===== src/rtl/i2c_pkg.sv =====
// ============================================================================
// i2c_pkg -- shared I2C constants, FSM encoding and helpers.  Rev 1.0
// ============================================================================
`default_nettype none

package i2c_pkg;

  localparam logic [6:0] c_DEV_ADDR = 7'h50;
  localparam logic       c_ACK      = 1'b0;
  localparam logic       c_NACK     = 1'b1;

  typedef enum logic [3:0] {
    ST_IDLE      = 4'd0,
    ST_DEV       = 4'd1,
    ST_ACK_DEV   = 4'd2,
    ST_REG       = 4'd3,
    ST_ACK_REG   = 4'd4,
    ST_WDATA     = 4'd5,
    ST_ACK_WDATA = 4'd6,
    ST_RDATA     = 4'd7,
    ST_MACK      = 4'd8
  } i2c_state_t;

  // Register pointer advance; mask is (depth - 1) for a power-of-two depth.
  function automatic logic [7:0] ptr_inc(input logic [7:0] p, input logic [7:0] mask);
    return (p + 8'd1) & mask;
  endfunction

endpackage

`default_nettype wire


===== src/rtl/i2c_bus_sync.sv =====
// ============================================================================
// i2c_bus_sync -- SCL/SDA synchronizers with edge and START/STOP detect. Rev 1.0
// ============================================================================
`default_nettype none

module i2c_bus_sync (
  input  logic clk,
  input  logic rst,
  input  logic i_scl,
  input  logic i_sda,
  output logic o_sda,
  output logic o_scl_rise,
  output logic o_scl_fall,
  output logic o_start,
  output logic o_stop
);

  // [0] metastability flop, [1] synchronized level, [2] history for edges
  logic [2:0] r_scl;
  logic [2:0] r_sda;

  always_ff @(posedge clk) begin
    if (rst) begin
      r_scl <= 3'b111;
      r_sda <= 3'b111;
    end else begin
      r_scl <= {r_scl[1:0], i_scl};
      r_sda <= {r_sda[1:0], i_sda};
    end
  end

  logic w_scl_high;
  assign w_scl_high = r_scl[1] & r_scl[2];

  assign o_sda      = r_sda[1];
  assign o_scl_rise = r_scl[1] & ~r_scl[2];
  assign o_scl_fall = ~r_scl[1] & r_scl[2];
  assign o_start    = w_scl_high & r_sda[2] & ~r_sda[1];
  assign o_stop     = w_scl_high & ~r_sda[2] & r_sda[1];

endmodule

`default_nettype wire


===== src/rtl/i2c_slave_regs.sv =====
// ============================================================================
// i2c_slave_regs -- I2C target exposing a byte-wide register file.  Rev 1.0
// ============================================================================
`default_nettype none

module i2c_slave_regs
  import i2c_pkg::*;
#(
  parameter logic [6:0] DEV_ADDR = c_DEV_ADDR,
  parameter int         NUM_REGS = 16
) (
  input  logic       clk,
  input  logic       rst,
  input  logic       SCL_in,
  input  logic       SDA_in,
  output logic       SDA_out,
  output logic       wr_stb,
  output logic [7:0] wr_addr,
  output logic [7:0] wr_data,
  output logic       busy
);

  localparam int         PTR_W      = (NUM_REGS > 1) ? $clog2(NUM_REGS) : 1;
  localparam logic [7:0] c_PTR_MASK = 8'(NUM_REGS - 1);
  localparam logic [8:0] c_DEPTH    = 9'(NUM_REGS);

  logic w_sda_s, w_scl_rise, w_scl_fall, w_start, w_stop;

  i2c_bus_sync u_sync (
    .clk        (clk),
    .rst        (rst),
    .i_scl      (SCL_in),
    .i_sda      (SDA_in),
    .o_sda      (w_sda_s),
    .o_scl_rise (w_scl_rise),
    .o_scl_fall (w_scl_fall),
    .o_start    (w_start),
    .o_stop     (w_stop)
  );

  i2c_state_t r_state, w_state;
  logic [2:0] r_cnt, w_cnt;
  logic [7:0] r_shift, w_shift;
  logic [7:0] r_ptr, w_ptr;
  logic [7:0] r_tx, w_tx;
  logic       r_ph, w_ph;       // set once the first SCL fall of an ACK phase has passed
  logic       r_rw, w_rw;
  logic       r_mack, w_mack;
  logic       r_sda_out, w_sda_out;
  logic       r_busy, w_busy;
  logic       r_wr_stb, w_wr_stb;
  logic [7:0] r_wr_addr, w_wr_addr;
  logic [7:0] r_wr_data, w_wr_data;
  logic       w_we;

  logic [7:0] r_regs [NUM_REGS];
  logic [7:0] w_ptr_nxt;
  logic [7:0] w_rd_cur;
  logic [7:0] w_rd_nxt;

  assign w_ptr_nxt = ptr_inc(r_ptr, c_PTR_MASK);
  assign w_rd_cur  = r_regs[r_ptr[PTR_W-1:0]];
  assign w_rd_nxt  = r_regs[w_ptr_nxt[PTR_W-1:0]];

  always_ff @(posedge clk) begin
    if (rst) begin
      r_state   <= ST_IDLE;
      r_cnt     <= 3'd7;
      r_shift   <= '0;
      r_ptr     <= '0;
      r_tx      <= '0;
      r_ph      <= 1'b0;
      r_rw      <= 1'b0;
      r_mack    <= c_NACK;
      r_sda_out <= 1'b1;
      r_busy    <= 1'b0;
      r_wr_stb  <= 1'b0;
      r_wr_addr <= '0;
      r_wr_data <= '0;
    end else begin
      r_state   <= w_state;
      r_cnt     <= w_cnt;
      r_shift   <= w_shift;
      r_ptr     <= w_ptr;
      r_tx      <= w_tx;
      r_ph      <= w_ph;
      r_rw      <= w_rw;
      r_mack    <= w_mack;
      r_sda_out <= w_sda_out;
      r_busy    <= w_busy;
      r_wr_stb  <= w_wr_stb;
      r_wr_addr <= w_wr_addr;
      r_wr_data <= w_wr_data;
    end
  end

  always_ff @(posedge clk) begin
    if (rst) begin
      for (int i = 0; i < NUM_REGS; i++) begin
        r_regs[i] <= '0;
      end
    end else if (w_we) begin
      r_regs[r_ptr[PTR_W-1:0]] <= r_shift;
    end
  end

  // SDA_out updates are only scheduled on an SCL-fall strobe, so the pin
  // moves on the following clk; START/STOP release it immediately.
  always_comb begin
    w_state   = r_state;
    w_cnt     = r_cnt;
    w_shift   = r_shift;
    w_ptr     = r_ptr;
    w_tx      = r_tx;
    w_ph      = r_ph;
    w_rw      = r_rw;
    w_mack    = r_mack;
    w_sda_out = r_sda_out;
    w_busy    = r_busy;
    w_wr_stb  = 1'b0;
    w_wr_addr = r_wr_addr;
    w_wr_data = r_wr_data;
    w_we      = 1'b0;

    if (w_start) begin
      w_state   = ST_DEV;
      w_cnt     = 3'd7;
      w_ph      = 1'b0;
      w_sda_out = 1'b1;
      w_busy    = 1'b1;
    end else if (w_stop) begin
      w_state   = ST_IDLE;
      w_cnt     = 3'd7;
      w_ph      = 1'b0;
      w_sda_out = 1'b1;
      w_busy    = 1'b0;
    end else begin
      case (r_state)
        ST_DEV: begin
          if (w_scl_rise) begin
            w_shift = {r_shift[6:0], w_sda_s};
            if (r_cnt == 3'd0) begin
              if (w_shift[7:1] == DEV_ADDR) begin
                w_state = ST_ACK_DEV;
                w_rw    = w_sda_s;
                w_ph    = 1'b0;
              end else begin
                w_state   = ST_IDLE;
                w_cnt     = 3'd7;
                w_sda_out = 1'b1;
              end
            end else begin
              w_cnt = r_cnt - 3'd1;
            end
          end
        end

        ST_ACK_DEV: begin
          if (w_scl_fall) begin
            if (!r_ph) begin
              w_sda_out = c_ACK;
              w_ph      = 1'b1;
            end else begin
              w_cnt = 3'd7;
              w_ph  = 1'b0;
              if (r_rw) begin
                w_state   = ST_RDATA;
                w_sda_out = w_rd_cur[7];
                w_tx      = {w_rd_cur[6:0], 1'b0};
              end else begin
                w_state   = ST_REG;
                w_sda_out = 1'b1;
              end
            end
          end
        end

        ST_REG: begin
          if (w_scl_rise) begin
            w_shift = {r_shift[6:0], w_sda_s};
            if (r_cnt == 3'd0) begin
              w_ptr   = w_shift;
              w_state = ST_ACK_REG;
              w_ph    = 1'b0;
            end else begin
              w_cnt = r_cnt - 3'd1;
            end
          end
        end

        ST_ACK_REG: begin
          if (w_scl_fall) begin
            if (!r_ph) begin
              if ({1'b0, r_ptr} < c_DEPTH) begin
                w_sda_out = c_ACK;
                w_ph      = 1'b1;
              end else begin
                w_sda_out = c_NACK;
                w_state   = ST_IDLE;
                w_cnt     = 3'd7;
              end
            end else begin
              w_state   = ST_WDATA;
              w_sda_out = 1'b1;
              w_cnt     = 3'd7;
              w_ph      = 1'b0;
            end
          end
        end

        ST_WDATA: begin
          if (w_scl_rise) begin
            w_shift = {r_shift[6:0], w_sda_s};
            if (r_cnt == 3'd0) begin
              w_state = ST_ACK_WDATA;
              w_ph    = 1'b0;
            end else begin
              w_cnt = r_cnt - 3'd1;
            end
          end
        end

        ST_ACK_WDATA: begin
          if (w_scl_fall) begin
            if (!r_ph) begin
              w_sda_out = c_ACK;
              w_ph      = 1'b1;
            end else begin
              w_we      = 1'b1;
              w_wr_stb  = 1'b1;
              w_wr_addr = r_ptr;
              w_wr_data = r_shift;
              w_ptr     = w_ptr_nxt;
              w_state   = ST_WDATA;
              w_sda_out = 1'b1;
              w_cnt     = 3'd7;
              w_ph      = 1'b0;
            end
          end
        end

        ST_RDATA: begin
          if (w_scl_fall) begin
            w_sda_out = r_tx[7];
            w_tx      = {r_tx[6:0], 1'b0};
          end else if (w_scl_rise) begin
            if (r_cnt == 3'd0) begin
              w_state = ST_MACK;
              w_ph    = 1'b0;
            end else begin
              w_cnt = r_cnt - 3'd1;
            end
          end
        end

        ST_MACK: begin
          if (w_scl_fall) begin
            if (!r_ph) begin
              w_sda_out = 1'b1;
              w_ph      = 1'b1;
            end else begin
              w_cnt = 3'd7;
              w_ph  = 1'b0;
              if (r_mack == c_ACK) begin
                w_ptr     = w_ptr_nxt;
                w_state   = ST_RDATA;
                w_sda_out = w_rd_nxt[7];
                w_tx      = {w_rd_nxt[6:0], 1'b0};
              end else begin
                w_state = ST_IDLE;
              end
            end
          end else if (w_scl_rise && r_ph) begin
            w_mack = w_sda_s;
          end
        end

        default: begin
          w_state = ST_IDLE;
        end
      endcase
    end
  end

  assign SDA_out = r_sda_out;
  assign wr_stb  = r_wr_stb;
  assign wr_addr = r_wr_addr;
  assign wr_data = r_wr_data;
  assign busy    = r_busy;

endmodule

`default_nettype wire


===== config.mk =====
export PLATFORM = sky130hd
export DESIGN_NAME = i2c_slave_regs
export DESIGN_NICKNAME = d
export VERILOG_FILES = /design/src/rtl/i2c_pkg.sv /design/src/rtl/i2c_bus_sync.sv /design/src/rtl/i2c_slave_regs.sv
export SDC_FILE = /design/constraint.sdc
export NUM_CORES = 1
export LEC_CHECK = 0
export CAP_MARGIN = 20
export CORE_ASPECT_RATIO = 0.6
export CORE_MARGIN = 4
export CORE_UTILIZATION = 50
export CTS_CLUSTER_SIZE = 28
export DETAILED_ROUTE_END_ITERATION = 12
export PLACE_DENSITY = 0.66
export SYNTH_ARGS = -nofsm -noshare
export SYNTH_HDL_FRONTEND = slang
export SYNTH_SLANG_ARGS = --single-unit
export TNS_END_PERCENT = 100

===== constraint.sdc =====
create_clock -name clk -period 6.26 [get_ports clk]
set_clock_uncertainty 0.2 [all_clocks]
set_input_delay 1.252 -clock clk [delete_from_list [all_inputs] [get_ports clk]]
set_output_delay 1.252 -clock clk [all_outputs]
set_load 0.02 [all_outputs]

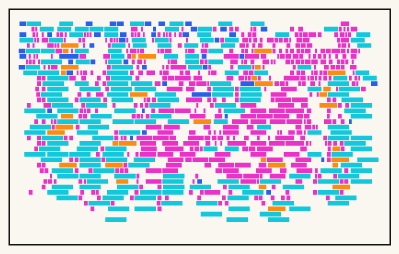
Run 1: cell classes on the final placement
Scale: 2 px per micron.
| class | colour | cells | share of their area |
|---|---|---|---|
| clock drivers and dummy loads | orange | 32 | 5.6% |
| remaining buffers and delay cells | blue | 46 | 4.1% |
| sequential cells | cyan | 190 | 48% |
| remaining logic cells | magenta | 550 | 43% |
share of the final layout cell area in sequential cells: 0.462
area of the core: 0.0192 sq mm
cell area after layout: 0.0110 sq mm
post-layout utilization of the core: 0.573
Placement Rows: 39

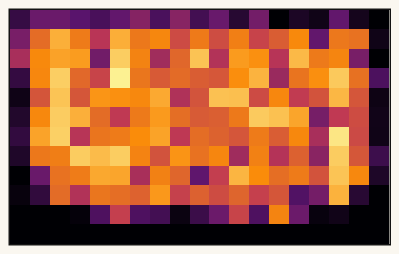
Run 1: placement density heat map
Scale: 2 px per micron. 19 x 12 tiles, from black (low) to pale yellow (high), 0 to 100% covered.
tiles over 75% full: 19%
mean over tiles: 48%
fullest tile: 97%
effective utilization at floorplan: 0.515

==> results.txt, run 1 <==
Physical implementation status

According to the timing report, the critical path is captured at r_tx[2]$_SDFFE_PP0P_. Yosys stat counts 799 cells in the synthesized netlist. The flow ran to the end, and the final reports show no timing, DRC or antenna violations. In this run, placement finished with an instance count of 1,039. The sum of met3 wire segment lengths after detailed routing stands at 5.69 mm. The number of flip-flops in the largest register stands at 128. Entering global routing, the biggest net connects 52 pins. The share of total power dissipated in the clock network is 0.406. The proportion of synthesized flip-flops having asynchronous set or reset stands at 0. For this run the aggregate overflow at the end of global routing stands at 0. Per the detail_route report, routed wire per instance is 27.8 microns. The number of I/O pins stands at 23. The data required time at the worst endpoint stands at 6380 ps.

The tool warning count for the run is 30. The mean post-synth cell area stands at 12.4 sq um. The HPWL reported at the end of detailed placement stands at 21.1 mm.

The final-layout non-clock buffer area share stands at 0.0395. The area taken by sequential standard cells is reported as 0.00509 sq mm. Counting every net in the synthesized netlist gives 809. The met2 wirelength from detailed routing stands at 11.1 mm. Across all layers, the routed design uses 7,083 vias. Checking hold timing, the worst path is listed with class flop to flop.

The launch point of the worst register-to-register path is recorded as r_ptr[0]$_SDFFE_PP0P_. The leakage dissipation stands at 3.80 nW. The global routing usage on met1 stands at 0.416. The number of flip-flops and latches in the synthesized netlist stands at 190.

The horizontal die size stands at 190 microns. The total clock network power stands at 0.00111 W. The number of slew-limit violations in the final report stands at 0. TritonCTS built the clock tree. The first global-routing pass estimated 44.6 mm of wire. Per the layout area report, the combinational fraction of cell area is 0.412.

The global routing report lists met3 layer usage as 0.163. The count of different cell masters after synthesis stands at 59. In the power breakdown, the internal column shows 0.00203 W.

Per the GRT log, the top usage layer is met1. Across the placement rows, the number of tap cells is 266. The total power draw stands at 0.00273 W. The fraction of power spent switching nets stands at 0.255. According to the report, the first pass of detailed routing completed in 6 iterations.

In this design, the largest share of critical-path delay is due to multiplexers. The synthesis report names the predominant flop master as sky130_fd_sc_hd__edfxtp_1. The number of buffer and inverter instances along the worst setup path stands at 2. The weighted congestion at the end of routability-driven global placement stands at 0.993.

In the final report, the number of hold violations comes to 0. Across the run, the number of max-cap violations was 0. The post-synthesis share of cell area spent on and-or and or-and gates stands at 0.0739.
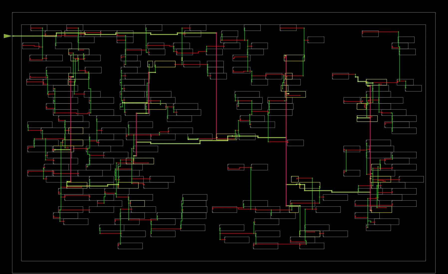
Run 1: the clock network
worst-skew pair later-pin latency: 450 ps
number of clock buffers inserted by TritonCTS: 17

Run 1, metal layers overlaid:
Scale: 2 px per micron.
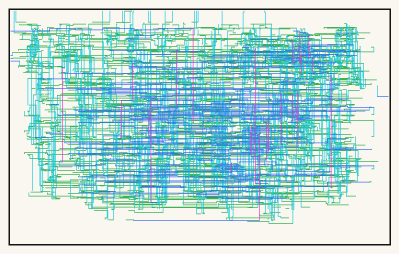

==> run 1 -> run 2 <==
--- a/config.mk
+++ b/config.mk
@@ -11,7 +11,7 @@
 export CORE_UTILIZATION = 50
 export CTS_CLUSTER_SIZE = 28
 export DETAILED_ROUTE_END_ITERATION = 12
-export PLACE_DENSITY = 0.66
+export PLACE_DENSITY = 0.69
 export SYNTH_ARGS = -nofsm -noshare
 export SYNTH_HDL_FRONTEND = slang
 export SYNTH_SLANG_ARGS = --single-unit
==> constraint.sdc (replaced) <==
create_clock -name clk -period 3.2 [get_ports clk]
set_clock_uncertainty 0.2 [all_clocks]
set_input_delay 0.64 -clock clk [delete_from_list [all_inputs] [get_ports clk]]
set_output_delay 0.64 -clock clk [all_outputs]
set_load 0.02 [all_outputs]
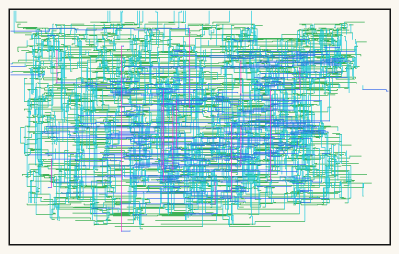
Run 2: metal layers overlaid
Scale: 2 px per micron.
| layer | colour | wire length |
|---|---|---|
| M2 | cyan | 11,200 microns |
| M1 | green | 12,900 microns |
| M4 | magenta | 438 microns |
| M3 | blue | 4,330 microns |
Wirelength per Cell: 25.9 microns
final wirelength: 28.9 mm
vias: 7,188

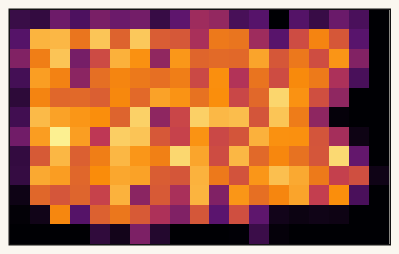
Run 2: placement density heat map
Scale: 2 px per micron. 19 x 12 tiles, from black (low) to pale yellow (high), 0 to 100% covered.
tiles over 75% full: 25%
fullest tile: 97%
emptiest ninth of the die: bottom right
densest ninth of the die: middle
post-layout utilization of the core: 0.583

==> results.txt, run 2 <==
Physical implementation status

TritonCTS built the clock tree. STA reports the tightest min-delay check as being of type flop to flop. The mean post-synth cell area was 12.4 sq um (unchanged).

The area of the core was 0.0192 sq mm (unchanged). The number of flip-flops and latches in the synthesized netlist is 190 (unchanged). The count of standard-cell rows is 39 (unchanged).

The share of total power in the clock network stands at 0.403 (-0.003). The final-layout non-clock buffer area share was 0.0569 (+0.0174). The fraction of power spent switching nets stands at 0.259 (+0.00436). The final design area excluding fillers is 0.0112 sq mm (+1.8%).

The flow ran to the end, and the final reports show no timing, DRC or antenna violations. The sum of met3 wire segment lengths after detailed routing came to 4.33 mm (-24%). The number of slew-limit violations in the final report stands at 0 (unchanged). For reference, the critical path is captured by r_regs[1][5]$_SDFFCE_PN0P_. For the worst reg-to-reg path, the startpoint reported by OpenROAD is r_ph$_SDFFE_PP0P_. The max-cap check violation count came to 0 (unchanged). The internal cell power stands at 0.00398 W (+95%). The count of different cell masters after synthesis stands at 59 (unchanged). The horizontal die size stands at 190 microns (unchanged). The weighted congestion at the end of routability-driven global placement stands at 0.978 (-1.5%).

The tap cell count stands at 266 (unchanged). The met2 wirelength from detailed routing stands at 11.2 mm (+0.66%). The total clock network power stands at 0.00216 W (+95%). The total clock buffers created by CTS was 17 (unchanged). The cell count listed in synth_stat.txt stands at 799 (unchanged). The number of flip-flops in the largest register was 128 (unchanged). Per the GRT log, the top usage layer is met1. The number of I/O pins stands at 23 (unchanged). The final global-route overflow total stands at 0 (unchanged).
Run 2, cell classes on the final placement:
Scale: 2 px per micron.
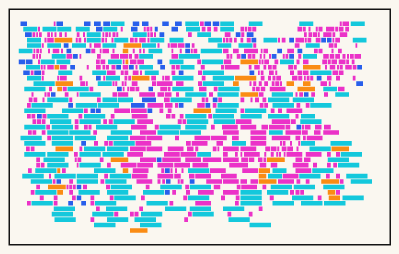

==> run 2 -> run 3 <==
--- a/config.mk
+++ b/config.mk
@@ -5,6 +5,7 @@
 export SDC_FILE = /design/constraint.sdc
 export NUM_CORES = 1
 export LEC_CHECK = 0
+export ABC_AREA = 1
 export CAP_MARGIN = 20
 export CORE_ASPECT_RATIO = 0.6
 export CORE_MARGIN = 4
@@ -14,5 +15,6 @@
 export PLACE_DENSITY = 0.69
 export SYNTH_ARGS = -nofsm -noshare
 export SYNTH_HDL_FRONTEND = slang
+export SYNTH_HIERARCHICAL = 1
 export SYNTH_SLANG_ARGS = --single-unit
 export TNS_END_PERCENT = 100
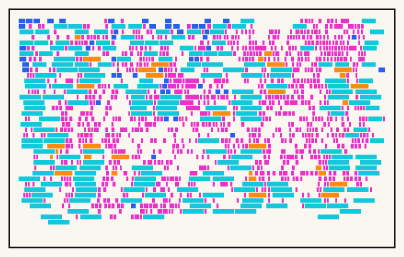
Run 3: cell classes on the final placement
Scale: 2 px per micron.
| class | colour | cells | share of their area |
|---|---|---|---|
| sequential cells | cyan | 190 | 47% |
| remaining buffers and delay cells | blue | 50 | 4.0% |
| clock drivers and dummy loads | orange | 31 | 5.2% |
| remaining logic cells | magenta | 1,027 | 44% |

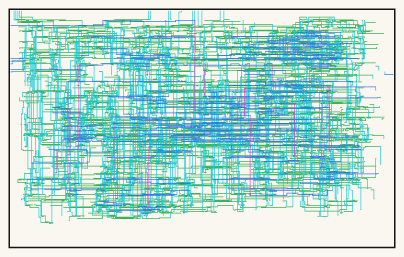
Run 3: metal layers overlaid
Scale: 2 px per micron.
| layer | colour | wire length |
|---|---|---|
| M3 | blue | 4,080 microns |
| M4 | magenta | 436 microns |
| M2 | cyan | 11,800 microns |
| M1 | green | 14,700 microns |

==> results.txt, run 3 <==
Physical implementation status

The run finished with clean final reports. In this run the worst hold path is classified as flop to flop. The area of the core stands at 0.0200 sq mm (+3.9%).

The total via count after detailed routing stands at 8,959 (+25%). Per the run report, area growth between synthesis and finish was 10.4%. The count of standard-cell rows stands at 40 (+2.6%). The mean post-synth cell area stands at 7.88 sq um (-36%).

The sum of met3 wire segment lengths after detailed routing is 4.08 mm (-5.8%). The horizontal die size stands at 192 microns (+1.2%). The final design area excluding fillers is 0.0112 sq mm (about the same).

The share of total power in the clock network came to 0.238 (-0.165). Looking at the global route congestion table, the highest-usage layer is met1. The max-cap check violation count came to 0 (unchanged). The post-detailed-routing wire length stands at 31.0 mm (+7.5%). The cell count listed in synth_stat.txt stands at 1,289 (+61%). The total clock buffers created by CTS came to 17 (unchanged). The average wire length per cell after detail routing stands at 19.8 microns (-24%).

The internal cell power was 0.00494 W (+24%). The met2 wirelength from detailed routing stands at 11.8 mm (+5.4%). STA lists the startpoint of the worst register-to-register path as u_sync/r_sda[1]$_SDFF_PP1_.

The number of flip-flops and latches in the synthesized netlist stands at 190 (unchanged). The number of slew-limit violations in the final report came to 0 (unchanged). The number of I/O pins stands at 23 (unchanged). The final global-route overflow total is 0 (unchanged). The fraction of power spent switching nets stands at 0.437 (+0.178). The layout report lists the clock-cell share of area as 0.0504.
Power and IR drop assume default switching activity.
